## config.mk

```make
export PLATFORM = sky130hd
export DESIGN_NAME = if_fetch_queue
export DESIGN_NICKNAME = d
export VERILOG_FILES = /design/src/rtl/if_fetch_queue.sv
export SDC_FILE = /design/constraint.sdc
export NUM_CORES = 1
export LEC_CHECK = 0
export ABC_AREA = 0
export CAP_MARGIN = 20
export CELL_PAD_IN_SITES_DETAIL_PLACEMENT = 1
export CELL_PAD_IN_SITES_GLOBAL_PLACEMENT = 1
export CORE_ASPECT_RATIO = 1.5
export CORE_UTILIZATION = 48
export DETAILED_ROUTE_END_ITERATION = 12
export PLACE_DENSITY_LB_ADDON = 0.15
export SYNTH_ARGS = -nofsm -noshare
export SYNTH_HDL_FRONTEND = slang
export SYNTH_SLANG_ARGS = --single-unit
export TNS_END_PERCENT = 10
```

## constraint.sdc

```tcl
create_clock -name clk -period 3.3 [get_ports clk]
set_clock_uncertainty 0.05 [all_clocks]
set_input_delay 0.33 -clock clk [delete_from_list [all_inputs] [get_ports clk]]
set_output_delay 0.33 -clock clk [all_outputs]
set_load 0.005 [all_outputs]
```

## src/rtl/if_fetch_queue.sv

```systemverilog
// Instruction-fetch stage: issues word fetches, tolerates in-order memory
// latency, queues returned words and presents a registered triple to decode.
module if_fetch_queue #(
    parameter int ADDR_W = 30,
    parameter int DATA_W = 32,
    parameter int DEPTH = 4,
    parameter logic [ADDR_W-1:0] RST_VECTOR = '0,
    parameter logic [DATA_W-1:0] NOP_WORD = '0
) (
    input  logic              clk,
    input  logic              rst,
    output logic              imem_req,
    output logic [ADDR_W-1:0] imem_addr,
    input  logic              imem_gnt,
    input  logic              imem_rvalid,
    input  logic [DATA_W-1:0] imem_rdata,
    input  logic              stall,
    input  logic              flush,
    input  logic [ADDR_W-1:0] new_pc,
    input  logic              br_taken,
    input  logic [ADDR_W-1:0] br_addr,
    output logic [ADDR_W-1:0] if_pc,
    output logic [DATA_W-1:0] if_instruction,
    output logic              if_en
);
    localparam int CW = $clog2(DEPTH + 1);
    localparam int PW = $clog2(DEPTH);

    logic [ADDR_W-1:0] fetch_pc;
    logic [ADDR_W-1:0] tag_mem [DEPTH];
    logic [PW-1:0]     tag_wp, tag_rp;
    logic [ADDR_W-1:0] q_pc [DEPTH];
    logic [DATA_W-1:0] q_data [DEPTH];
    logic [PW-1:0]     q_wp, q_rp;
    logic [CW-1:0]     q_cnt, outstanding, drop;

    logic              redirect, room, grant, discard, push, pop;
    logic [ADDR_W-1:0] target;

    assign redirect = flush | br_taken;
    assign target = flush ? new_pc : br_addr;
    // Outstanding requests reserve queue slots, so pushes never overflow.
    assign room = ({1'b0, q_cnt} + {1'b0, outstanding}) < (CW + 1)'(DEPTH);
    assign imem_req = !rst && !redirect && room;
    assign imem_addr = fetch_pc;
    assign grant = imem_req && imem_gnt;
    assign discard = imem_rvalid && (drop != '0);
    assign push = imem_rvalid && !discard && !redirect;
    assign pop = !redirect && !stall && (q_cnt != '0);

    always_ff @(posedge clk) begin
        if (grant)
            tag_mem[tag_wp] <= fetch_pc;
        if (push) begin
            q_pc[q_wp] <= tag_mem[tag_rp];
            q_data[q_wp] <= imem_rdata;
        end
    end

    always_ff @(posedge clk) begin
        if (rst) begin
            fetch_pc <= RST_VECTOR;
            tag_wp <= '0;
            tag_rp <= '0;
            q_wp <= '0;
            q_rp <= '0;
            q_cnt <= '0;
            outstanding <= '0;
            drop <= '0;
            if_pc <= RST_VECTOR;
            if_instruction <= NOP_WORD;
            if_en <= 1'b0;
        end else begin
            if (grant)
                tag_wp <= tag_wp + PW'(1);
            if (imem_rvalid)
                tag_rp <= tag_rp + PW'(1);
            outstanding <= outstanding + CW'(grant) - CW'(imem_rvalid);
            if (redirect) begin
                // Everything still in flight now belongs to the old path.
                fetch_pc <= target;
                drop <= outstanding - CW'(imem_rvalid);
                q_wp <= '0;
                q_rp <= '0;
                q_cnt <= '0;
                if_en <= 1'b0;
                if_instruction <= NOP_WORD;
            end else begin
                if (grant)
                    fetch_pc <= fetch_pc + ADDR_W'(1);
                if (discard)
                    drop <= drop - CW'(1);
                if (push)
                    q_wp <= q_wp + PW'(1);
                if (pop)
                    q_rp <= q_rp + PW'(1);
                q_cnt <= q_cnt + CW'(push) - CW'(pop);
                if (!stall) begin
                    if (pop) begin
                        if_pc <= q_pc[q_rp];
                        if_instruction <= q_data[q_rp];
                        if_en <= 1'b1;
                    end else begin
                        if_en <= 1'b0;
                        if_instruction <= NOP_WORD;
                    end
                end
            end
        end
    end

    always_ff @(posedge clk) begin
        if (!rst && imem_rvalid)
            assert (outstanding != '0);
    end
endmodule

```

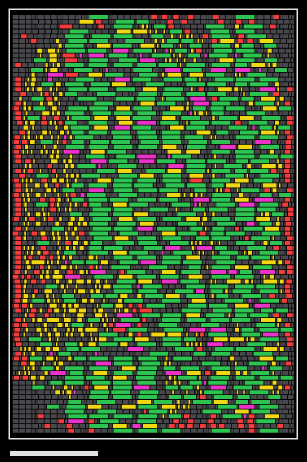
*Cells coloured by class*
Scale bar: 50 um. Fill, decap, tap and diode cells in grey.
class	colour	cells	share of their area
clock drivers and dummy loads	magenta	78	6.4%
remaining logic cells	yellow	583	22%
remaining buffers and delay cells	red	230	10%
registers	green	482	61%

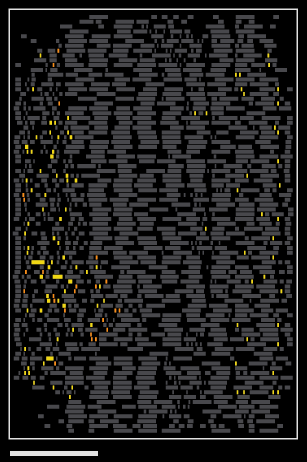
*Logic cells by family*
Scale bar: 50 um.
family	colour	cells
inv cells	orange	24
nor cells	yellow	100

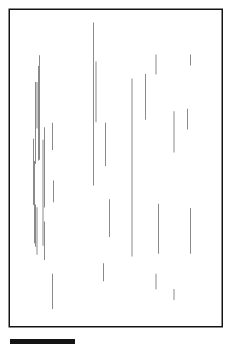
*M4 wires*
Scale bar: 50 um.
longest straight run	136 um
wire length on this layer	1240 um

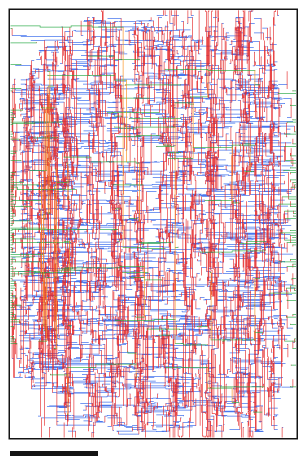
*Wiring by layer*
Scale bar: 50 um.
layer	colour	wire length
M2	red	22.9 mm
M3	green	1820 um
M4	orange	1240 um
M1	blue	15800 um

==> CHANGELOG.md <==
## Flow update

- Area growth, synth to finish: 22.0%
- Die area: 39200 sq um
- Slowest CP cell: clkdlybuf4s50_1
- Setup repair after global routing missed its margin: false
- Placed Area: 21100 sq um
- Remaining DRCs: 0
- CTS clk-pin slew, worst paths: 0.06 ns
- CP arrival: 2.73 ns
- Chip Width: 162 um
- Max VDD drop: 0.383 mV
- Outcome: complete, no violations
- Fill count: 3486
- Post-synthesis cell count: 1127
- Worst rel slew slack: 41.1%
- Overall Power: 12400 uW
- All-Layer GR Usage: 22.3%
- Cells after DPL: 1783
- Max frequency: 321 MHz
- Vias in the first global route: 11600
- Clock sinks: 482
- Synth Cell Area: 18400 sq um
- Vias/cell: 5.63
- Final tally of max-slew violations: 0
- Sequential Area: 13300 sq um
- Total negative slack: 0 ns
- Synthesis area per yosys: 18400 sq um
- Final WL: 41.8 mm
- Required time of the critical path: 2.92 ns
- Mapped Nets: 1247
- Fraction of layout cells with a size suffix above 1: 15.7%
- Dominant logic cell type in the layout: edfxtp_1
- Actual slew at the worst max-slew pin: 0.883 ns
- Mean Syn Cell Area: 16.3 sq um
- Ys cells: 1127
- Layout Nets: 1460
- MaxCap Viol Count: 0
- Final ANT Viol Nets: 0
- Asr flop ratio synth: 0%
- Fp_density: 48.9%
- Vias: 10500
- Leakage: 0.00721 uW
- CP bufs+invs: 4
- Min Clock Period, post-route: 3.11 ns
- Final hold violation count: 0
- Cell type with the largest total area: edfxtp_1
- Worst-skew pair later-pin latency: 0.54 ns
- Power Density: 553 nW/um^2
- EDFF count, synth: 368
- Largest net degree at the start of global routing: 65
- IO Count: 193
- Non-filler instance count after layout: 1862
- CTS Buffer Depth: 3
- Synth warnings: 0
- Startpoint types: primary input
- Tool Warnings: 32
- First-pass GRT wire length: 65.9 mm
- Crit share post-route: 94.3%
- Final Wtd Congestion: 0.812
- CP peak stage delay: 0.54 ns
- CP top delay family: buffers and inverters
- ANT cells: 0
- Post-DP HPWL: 27.5 mm
- Design area: 22500 sq um
- CORE AREA: 37700 sq um
- Initial antenna violation count: 0
- Main flop type: edfxtp_1
- Crit-path cells: dlygate4sd3_1 > buf_2 > or3_2 > buf_4 > nor3_1 > clkdlybuf4s50_1
- DRT iter0 DRCs: 645
- CTS tree: built
- Fin util: 59.7%
- Port bufs: 192
- Die y size: 242 um
- Yosys top cell area share: 60.0%
- Most common logic cells in the final layout: edfxtp_1, clkdlybuf4s50_1, nand2_1
- Cell Rows: 87
- Post-synth seq share: 72.4%
- Min-Delay Path Class: in -> reg
- GRT overflow: 0
- Root Driver: clkbuf_16
- Worst-path maximum fanout: 47
- Critical path endpoint category: output port
- Final setup fails: 0
- H-tree level count: 2
- Ys flops: 482
- Cell Type Count: 49
- CP Class: in -> out
- Comb gate area: 4760 sq um
- Routed len/inst: 22.4 um
- Total iterations of the first detailed-routing run: 5
- Top cells by area: edfxtp_1, dfxtp_1, mux4_2
- CTS Buf Count: 43
[registers in the layout, indices dropped and copies added, names as in the netlist, 30 cells and up, named ones only]
register        count
if_instruction     32
if_pc              30
imem_addr          30
q_data            128
q_pc              120
tag_mem           120
[cell families after synthesis]
| logic type | share of synthesized area (%) |
|---|---|
| AND/OR/NAND/NOR | 6.65 |
| adder cells (fa/ha/maj) | 1.51 |
| XOR/XNOR | 1.38 |
| AND-OR/OR-AND | 5.04 |
| multiplexers | 11.2 |
| flip-flops | 72.4 |
| buffers and inverters | 1.80 |
[per-layer routing]
metal / up-vias / wire [um] / global-route usage [%]
met3: 70 / 1820 / 3.44
li1: 4754 / - / -
met2: 287 / 22900 / 41.2
met5: - / 0 / 0
met1: 5377 / 15800 / 25.7
met4: 0 / 1240 / 8.30
[cell usage after synthesis, types with 12 or more instances]
cell and count:
a22oi_1 32, buf_1 14, xor2_1 12, nand2_1 112, inv_1 21, a21oi_1 61, mux4_2 92, edfxtp_1 368
nand3_1 15, o21ai_0 15, xnor2_1 17, dfxtp_1 114, nor2_1 79, nor3_1 12, clkbuf_1 41, ha_1 19
[worst register-to-register path, cell delays in order, from the launching register on]
cell and delay, ns:
dfxtp_1 0.55, ha_1 0.28, nand4_1 0.20, or3_1 0.51, nor3_1 0.42, nand3_1 0.14
a221oi_1 0.31, nor3_1 0.07
[final cells by class]
cell class / instances / share of cell area, %
clock buffer: 57 / 5.39
clock inverter: 21 / 0.796
inverter: 24 / 0.401
multi-input combinational: 559 / 21.2
sequential: 482 / 59.3
tap: 489 / 2.72
timing repair buffer: 230 / 10.2
[final timing paths]
| kind | from | endpoint | slack (ns) | cells past startpoint |
|---|---|---|---|---|
| worst max-delay path | rst | imem_req | 0.19 | 6 |
| worst min-delay path | new_pc[5] | imem_addr[5]$_SDFFE_PP0P_ | 0.30 | 3 |
| worst max register to register | imem_addr[1]$_SDFFE_PP0P_ | imem_addr[22]$_SDFFE_PP0P_ | 0.63 | 7 |
| worst min register to register | if_pc[8]$_SDFFE_PP0P_ | if_pc[8]$_SDFFE_PP0P_ | 0.41 | 2 |
[power by group]
group,switching (uW),internal [uW],total (uW)
combinational,381,374,755
sequential,99.3,6660,6760
clock,2110,2820,4930
total,2590,9850,12400
[per-stage QoR]
| step | setup WS [ns] | hold slack (ns) |
|---|---|---|
| floorplan | 0.334 | 0.379 |
| global placement | 0.389 | 0.393 |
| detailed placement | 0.323 | 0.400 |
| CTS | 0.164 | 0.271 |
| global route | 0.0787 | 0.322 |
| finish | 0.187 | 0.303 |
[timing repair]
action	CTS	global route
resized	0	0
setup endpoints to repair	0	0
setup buffers	0	0
hold buffers	1	0
endpoints found under the hold margin	3	0
Power figures rest on the tool's default switching activity, not on a simulated workload.
